==> config.mk <==
export PLATFORM = sky130hd
export DESIGN_NAME = dcache_controller_flat
export DESIGN_NICKNAME = d
export VERILOG_FILES = /design/src/rtl/dcache_pkg.sv /design/src/rtl/dcache_controller_if.sv /design/src/rtl/dcache_word_mux.sv /design/src/rtl/dcache_controller.sv /design/src/flat_wrapper.sv
export SDC_FILE = /design/constraint.sdc
export NUM_CORES = 2
export LEC_CHECK = 0
export CAP_MARGIN = 20
export CORE_AREA = 4 4 471 473
export CTS_BUF_LIST = sky130_fd_sc_hd__clkbuf_16
export DETAILED_ROUTE_END_ITERATION = 8
export DIE_AREA = 0 0 475 477
export PLACE_DENSITY = 0.3
export RECOVER_POWER = 50
export SLEW_MARGIN = 15
export SYNTH_ARGS = -nofsm -noshare
export SYNTH_HDL_FRONTEND = slang
export SYNTH_SLANG_ARGS = --single-unit
==> constraint.sdc <==
create_clock -name clk_i -period 3.9 [get_ports clk_i]
set_input_delay 0.39 -clock clk_i [delete_from_list [all_inputs] [get_ports clk_i]]
set_output_delay 0.39 -clock clk_i [all_outputs]
set_load 0.05 [all_outputs]
==> src/rtl/dcache_pkg.sv <==
// Shared constants for the data-cache controller: geometry, SRAM tag-word
// field positions and the FSM state encoding.
package dcache_pkg;

    localparam int ADDR_W    = 32;
    localparam int INDEX_W   = 4;
    localparam int TAG_W     = 23;
    localparam int LINE_W    = 256;
    localparam int WORD_W    = 32;
    localparam int TAGWORD_W = TAG_W + 2;

    // SRAM tag word layout: {valid, dirty, tag[22:0]}
    localparam int TAG_VALID_BIT = 24;
    localparam int TAG_DIRTY_BIT = 23;

    localparam int OFFSET_W     = 5;
    localparam int WORD_SEL_MSB = 4;
    localparam int WORD_SEL_LSB = 2;
    localparam int WORD_SEL_W   = WORD_SEL_MSB - WORD_SEL_LSB + 1;

    localparam logic [2:0] ST_IDLE       = 3'd0;
    localparam logic [2:0] ST_MISS       = 3'd1;
    localparam logic [2:0] ST_WRITEBACK  = 3'd2;
    localparam logic [2:0] ST_READMISS   = 3'd3;
    localparam logic [2:0] ST_READMISSOK = 3'd4;

endpackage

==> src/rtl/dcache_controller_if.sv <==
// CPU, main-memory and SRAM signals of the cache controller. The slave
// modport is the controller's view; master is the surrounding system's view.
interface dcache_controller_if;
    import dcache_pkg::*;

    // Memory handshake: mem_enable_o is a level request; mem_write_o and
    // mem_addr_o hold steady until mem_ack_i pulses for exactly one cycle.
    logic [ADDR_W-1:0]     cpu_addr_i;
    logic [WORD_W-1:0]     cpu_data_i;
    logic                  cpu_MemRead_i;
    logic                  cpu_MemWrite_i;
    logic [WORD_W-1:0]     cpu_data_o;
    logic                  cpu_stall_o;

    logic [ADDR_W-1:0]     mem_addr_o;
    logic [LINE_W-1:0]     mem_data_o;
    logic                  mem_enable_o;
    logic                  mem_write_o;
    logic [LINE_W-1:0]     mem_data_i;
    logic                  mem_ack_i;

    logic [INDEX_W-1:0]    sram_addr_o;
    logic [TAGWORD_W-1:0]  sram_tag_o;
    logic [LINE_W-1:0]     sram_data_o;
    logic                  sram_enable_o;
    logic                  sram_write_o;
    logic [TAGWORD_W-1:0]  sram_tag_i;
    logic [LINE_W-1:0]     sram_data_i;
    logic                  sram_hit_i;

    modport slave (
        input  cpu_addr_i, cpu_data_i, cpu_MemRead_i, cpu_MemWrite_i,
        output cpu_data_o, cpu_stall_o,
        output mem_addr_o, mem_data_o, mem_enable_o, mem_write_o,
        input  mem_data_i, mem_ack_i,
        output sram_addr_o, sram_tag_o, sram_data_o, sram_enable_o, sram_write_o,
        input  sram_tag_i, sram_data_i, sram_hit_i
    );

    modport master (
        output cpu_addr_i, cpu_data_i, cpu_MemRead_i, cpu_MemWrite_i,
        input  cpu_data_o, cpu_stall_o,
        input  mem_addr_o, mem_data_o, mem_enable_o, mem_write_o,
        output mem_data_i, mem_ack_i,
        input  sram_addr_o, sram_tag_o, sram_data_o, sram_enable_o, sram_write_o,
        output sram_tag_i, sram_data_i, sram_hit_i
    );

endinterface

==> src/rtl/dcache_word_mux.sv <==
// Selects one 32-bit word out of a cache line and builds the same line with
// that word replaced by new store data.
module dcache_word_mux
    import dcache_pkg::*;
(
    input  logic [LINE_W-1:0]     line_i,
    input  logic [WORD_SEL_W-1:0] sel_i,
    input  logic [WORD_W-1:0]     word_i,
    output logic [WORD_W-1:0]     word_o,
    output logic [LINE_W-1:0]     line_o
);

    assign word_o = line_i[sel_i*WORD_W +: WORD_W];

    always_comb begin
        line_o = line_i;
        line_o[sel_i*WORD_W +: WORD_W] = word_i;
    end

endmodule

==> src/rtl/dcache_controller.sv <==
// Miss-handling controller for the 2-way data cache: serves hits in place,
// writes back a dirty victim, refills from memory and replays the access.
module dcache_controller
    import dcache_pkg::*;
(
    input  logic                clk_i,
    input  logic                rst_i,
    dcache_controller_if.slave  bus,
    output logic [2:0]          state_o
);

    logic [2:0]        state_q, state_d;
    logic [TAG_W-1:0]  victim_tag_q, victim_tag_d;
    logic [LINE_W-1:0] victim_line_q, victim_line_d;
    logic [LINE_W-1:0] refill_q, refill_d;

    logic                  req;
    logic [TAG_W-1:0]      cpu_tag;
    logic [INDEX_W-1:0]    cpu_index;
    logic [WORD_SEL_W-1:0] word_sel;
    logic [WORD_W-1:0]     hit_word;
    logic [LINE_W-1:0]     merged_line;
    logic                  unused_byte_bits;

    assign req       = bus.cpu_MemRead_i | bus.cpu_MemWrite_i;
    assign cpu_tag   = bus.cpu_addr_i[ADDR_W-1 -: TAG_W];
    assign cpu_index = bus.cpu_addr_i[OFFSET_W +: INDEX_W];
    assign word_sel  = bus.cpu_addr_i[WORD_SEL_MSB:WORD_SEL_LSB];
    assign unused_byte_bits = ^bus.cpu_addr_i[WORD_SEL_LSB-1:0];
    assign state_o   = state_q;

    dcache_word_mux u_word_mux (
        .line_i (bus.sram_data_i),
        .sel_i  (word_sel),
        .word_i (bus.cpu_data_i),
        .word_o (hit_word),
        .line_o (merged_line)
    );

    always_ff @(posedge clk_i) begin
        if (!rst_i) begin
            state_q       <= ST_IDLE;
            victim_tag_q  <= '0;
            victim_line_q <= '0;
            refill_q      <= '0;
        end else begin
            state_q       <= state_d;
            victim_tag_q  <= victim_tag_d;
            victim_line_q <= victim_line_d;
            refill_q      <= refill_d;
        end
    end

    always_comb begin
        state_d       = state_q;
        victim_tag_d  = victim_tag_q;
        victim_line_d = victim_line_q;
        refill_d      = refill_q;
        case (state_q)
            ST_IDLE: begin
                if (req && !bus.sram_hit_i) state_d = ST_MISS;
            end
            ST_MISS: begin
                // The SRAM presents the LRU way on a miss; that is the victim.
                victim_tag_d  = bus.sram_tag_i[TAG_W-1:0];
                victim_line_d = bus.sram_data_i;
                if (bus.sram_tag_i[TAG_VALID_BIT] && bus.sram_tag_i[TAG_DIRTY_BIT])
                    state_d = ST_WRITEBACK;
                else
                    state_d = ST_READMISS;
            end
            ST_WRITEBACK: begin
                if (bus.mem_ack_i) state_d = ST_READMISS;
            end
            ST_READMISS: begin
                if (bus.mem_ack_i) begin
                    refill_d = bus.mem_data_i;
                    state_d  = ST_READMISSOK;
                end
            end
            ST_READMISSOK: state_d = ST_IDLE;
            default:       state_d = ST_IDLE;
        endcase
    end

    always_comb begin
        bus.cpu_stall_o   = (state_q == ST_IDLE) ? (req & ~bus.sram_hit_i) : 1'b1;
        bus.cpu_data_o    = bus.sram_hit_i ? hit_word : '0;
        // The refill write must land even if the request vanished mid-miss.
        bus.sram_enable_o = req | (state_q == ST_READMISSOK);
        bus.sram_addr_o   = cpu_index;
        bus.sram_write_o  = 1'b0;
        bus.sram_tag_o    = {2'b00, cpu_tag};
        bus.sram_data_o   = '0;
        bus.mem_enable_o  = 1'b0;
        bus.mem_write_o   = 1'b0;
        bus.mem_addr_o    = '0;
        bus.mem_data_o    = '0;
        case (state_q)
            ST_IDLE: begin
                if (bus.cpu_MemWrite_i && bus.sram_hit_i) begin
                    bus.sram_write_o = 1'b1;
                    bus.sram_tag_o   = {2'b11, cpu_tag};
                    bus.sram_data_o  = merged_line;
                end
            end
            ST_WRITEBACK: begin
                bus.mem_enable_o = 1'b1;
                bus.mem_write_o  = 1'b1;
                bus.mem_addr_o   = {victim_tag_q, cpu_index, {OFFSET_W{1'b0}}};
                bus.mem_data_o   = victim_line_q;
            end
            ST_READMISS: begin
                bus.mem_enable_o = 1'b1;
                bus.mem_addr_o   = {cpu_tag, cpu_index, {OFFSET_W{1'b0}}};
            end
            ST_READMISSOK: begin
                bus.sram_write_o = 1'b1;
                bus.sram_tag_o   = {2'b10, cpu_tag};
                bus.sram_data_o  = refill_q;
            end
            default: ;
        endcase
    end

endmodule

==> src/flat_wrapper.sv <==
// flat-port wrapper written by rule: the top's interface ports become plain ports
module dcache_controller_flat import dcache_pkg::*;
  (clk_i, rst_i, state_o, bus_cpu_addr_i, bus_cpu_data_i, bus_cpu_MemRead_i, bus_cpu_MemWrite_i, bus_cpu_data_o, bus_cpu_stall_o, bus_mem_addr_o, bus_mem_data_o, bus_mem_enable_o, bus_mem_write_o, bus_mem_data_i, bus_mem_ack_i, bus_sram_addr_o, bus_sram_tag_o, bus_sram_data_o, bus_sram_enable_o, bus_sram_write_o, bus_sram_tag_i, bus_sram_data_i, bus_sram_hit_i);
  dcache_controller_if bus_i ();
  input  logic clk_i;
  input  logic rst_i;
  output logic [2:0] state_o;
  input wire logic [$bits(bus_i.cpu_addr_i)-1:0] bus_cpu_addr_i;
  input wire logic [$bits(bus_i.cpu_data_i)-1:0] bus_cpu_data_i;
  input wire logic [$bits(bus_i.cpu_MemRead_i)-1:0] bus_cpu_MemRead_i;
  input wire logic [$bits(bus_i.cpu_MemWrite_i)-1:0] bus_cpu_MemWrite_i;
  output wire logic [$bits(bus_i.cpu_data_o)-1:0] bus_cpu_data_o;
  output wire logic [$bits(bus_i.cpu_stall_o)-1:0] bus_cpu_stall_o;
  output wire logic [$bits(bus_i.mem_addr_o)-1:0] bus_mem_addr_o;
  output wire logic [$bits(bus_i.mem_data_o)-1:0] bus_mem_data_o;
  output wire logic [$bits(bus_i.mem_enable_o)-1:0] bus_mem_enable_o;
  output wire logic [$bits(bus_i.mem_write_o)-1:0] bus_mem_write_o;
  input wire logic [$bits(bus_i.mem_data_i)-1:0] bus_mem_data_i;
  input wire logic [$bits(bus_i.mem_ack_i)-1:0] bus_mem_ack_i;
  output wire logic [$bits(bus_i.sram_addr_o)-1:0] bus_sram_addr_o;
  output wire logic [$bits(bus_i.sram_tag_o)-1:0] bus_sram_tag_o;
  output wire logic [$bits(bus_i.sram_data_o)-1:0] bus_sram_data_o;
  output wire logic [$bits(bus_i.sram_enable_o)-1:0] bus_sram_enable_o;
  output wire logic [$bits(bus_i.sram_write_o)-1:0] bus_sram_write_o;
  input wire logic [$bits(bus_i.sram_tag_i)-1:0] bus_sram_tag_i;
  input wire logic [$bits(bus_i.sram_data_i)-1:0] bus_sram_data_i;
  input wire logic [$bits(bus_i.sram_hit_i)-1:0] bus_sram_hit_i;
  assign bus_i.cpu_addr_i = bus_cpu_addr_i;
  assign bus_i.cpu_data_i = bus_cpu_data_i;
  assign bus_i.cpu_MemRead_i = bus_cpu_MemRead_i;
  assign bus_i.cpu_MemWrite_i = bus_cpu_MemWrite_i;
  assign bus_cpu_data_o = bus_i.cpu_data_o;
  assign bus_cpu_stall_o = bus_i.cpu_stall_o;
  assign bus_mem_addr_o = bus_i.mem_addr_o;
  assign bus_mem_data_o = bus_i.mem_data_o;
  assign bus_mem_enable_o = bus_i.mem_enable_o;
  assign bus_mem_write_o = bus_i.mem_write_o;
  assign bus_i.mem_data_i = bus_mem_data_i;
  assign bus_i.mem_ack_i = bus_mem_ack_i;
  assign bus_sram_addr_o = bus_i.sram_addr_o;
  assign bus_sram_tag_o = bus_i.sram_tag_o;
  assign bus_sram_data_o = bus_i.sram_data_o;
  assign bus_sram_enable_o = bus_i.sram_enable_o;
  assign bus_sram_write_o = bus_i.sram_write_o;
  assign bus_i.sram_tag_i = bus_sram_tag_i;
  assign bus_i.sram_data_i = bus_sram_data_i;
  assign bus_i.sram_hit_i = bus_sram_hit_i;
  dcache_controller u_core (.clk_i(clk_i), .rst_i(rst_i), .bus(bus_i), .state_o(state_o));
endmodule
detail.png
Region (218, 218) to (258, 258) µm. Cells in gray, sequential cells in the stronger gray; small squares are vias.
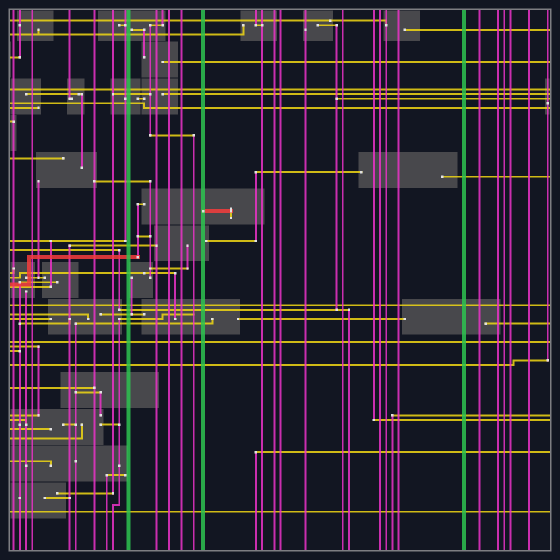
color	layer
green	metal 4
yellow	metal 1
red	metal 3
magenta	metal 2
sequential cells in the window	0
most frequent	buf_4 (6), buf_12 (3)
cells with their middle in the window	24

==> flow_summary.yaml <==
# implementation run metrics
synth:
  top_area_cell: "dfxtp_1"
  synth_dominant_cell_count: "nand2_1"
  ys_ff: 538
  synth_stat.cells: 3697
placed_design:
  placedInstanceArea_mm2: 0.0509
  dpl.hpwl_um: 251000
  dp_slack_ns: -0.431
final_timing:
  hold_viol_final: 0
  grt_setup_unrepaired: "true"
  post-route-period-util_pct: 99.0
  slew_violations: 290
  fin_tns_setup_ns: 0
  slew_headroom_pct: -35.5
  hold_ws_ns: 0.217
clock_network:
  cts_made_buffers: 84
  clock_path_buffers: 3
  holdBufCountCts: 0
setup_path:
  critical_path.top_delay_family: "simple AND/OR/NAND/NOR gates"
  worst-r2r-setup-slack_ns: 0.24
  cp-endpoint: "bus_sram_data_o[171]"
  worst_ep_required_time_ns: 3.51
  path_max_fanout: 12
  cp-end-kind: "output port"
pwr:
  comb_cell_power_mw: 7.12
  clkPwrFrac_pct: 35.7
  maxPowerGroup: "the clock network"
detailed_routing:
  m1WireLength_um: 140000
  ant_nets: 1
  drt_iter0_markers: 3202
  met2_length_um: 137000
die:
  placementRows: 171
  fp.coreArea_mm2: 0.217
  fp_util_pct: 13.5
status:
  violations: "antenna violations, max-capacitance violations, max-slew violations"
  status: "finished, violations left"
grt:
  use_met3_pct: 9.52
min_path:
  min_from: "bus_mem_data_i[41]"
run:
  max-cap-violations: 5
layer_met2.png
Drawn at 1 px/µm. Cells faint in the background.
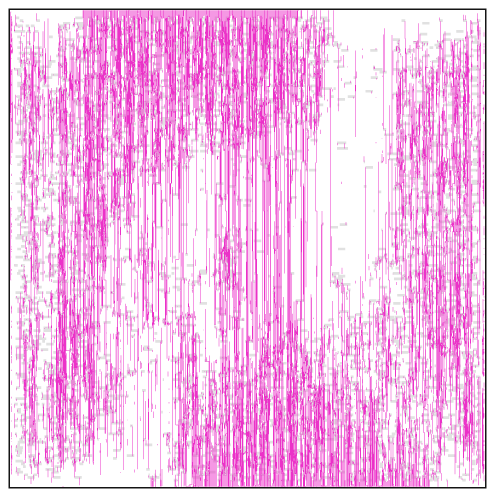
wire length on this layer	137 mm
nets with wire on the layer	4455
Routed WL: 318000 µm
Vias: 34900
GR Util met2: 41.1%

## kinds of logic after synthesis
group / Yosys count / share of synthesized area (%)
flip-flops: 538 / 36.9
other: 1 / 0.0128
adder cells (fa/ha/maj): 6 / 0.257
buffers and inverters: 412 / 6.71
multiplexers: 119 / 6.82
AND/OR/NAND/NOR: 1723 / 25.7
AND-OR/OR-AND: 898 / 23.7
## worst min-delay path: cells and delay by family
kind	cells	cell delay (ns)
simple gates	1	0.05
buf+inv	1	0.40
compound gates	1	0.06
## area by class of cell
cell class	count	area (µm²)
Timing Repair Buffer	1436	19800
Inverter	9	51.3
Sequential cell	538	10800
Fill cell	23600	163000
Clock buffer	87	2180
Antenna cell	52	130
Clock inverter	61	317
Multi-Input combinational cell	2751	16600
Tap cell	2854	3570
No activity file was given, so power comes from the tool's default toggle rates.
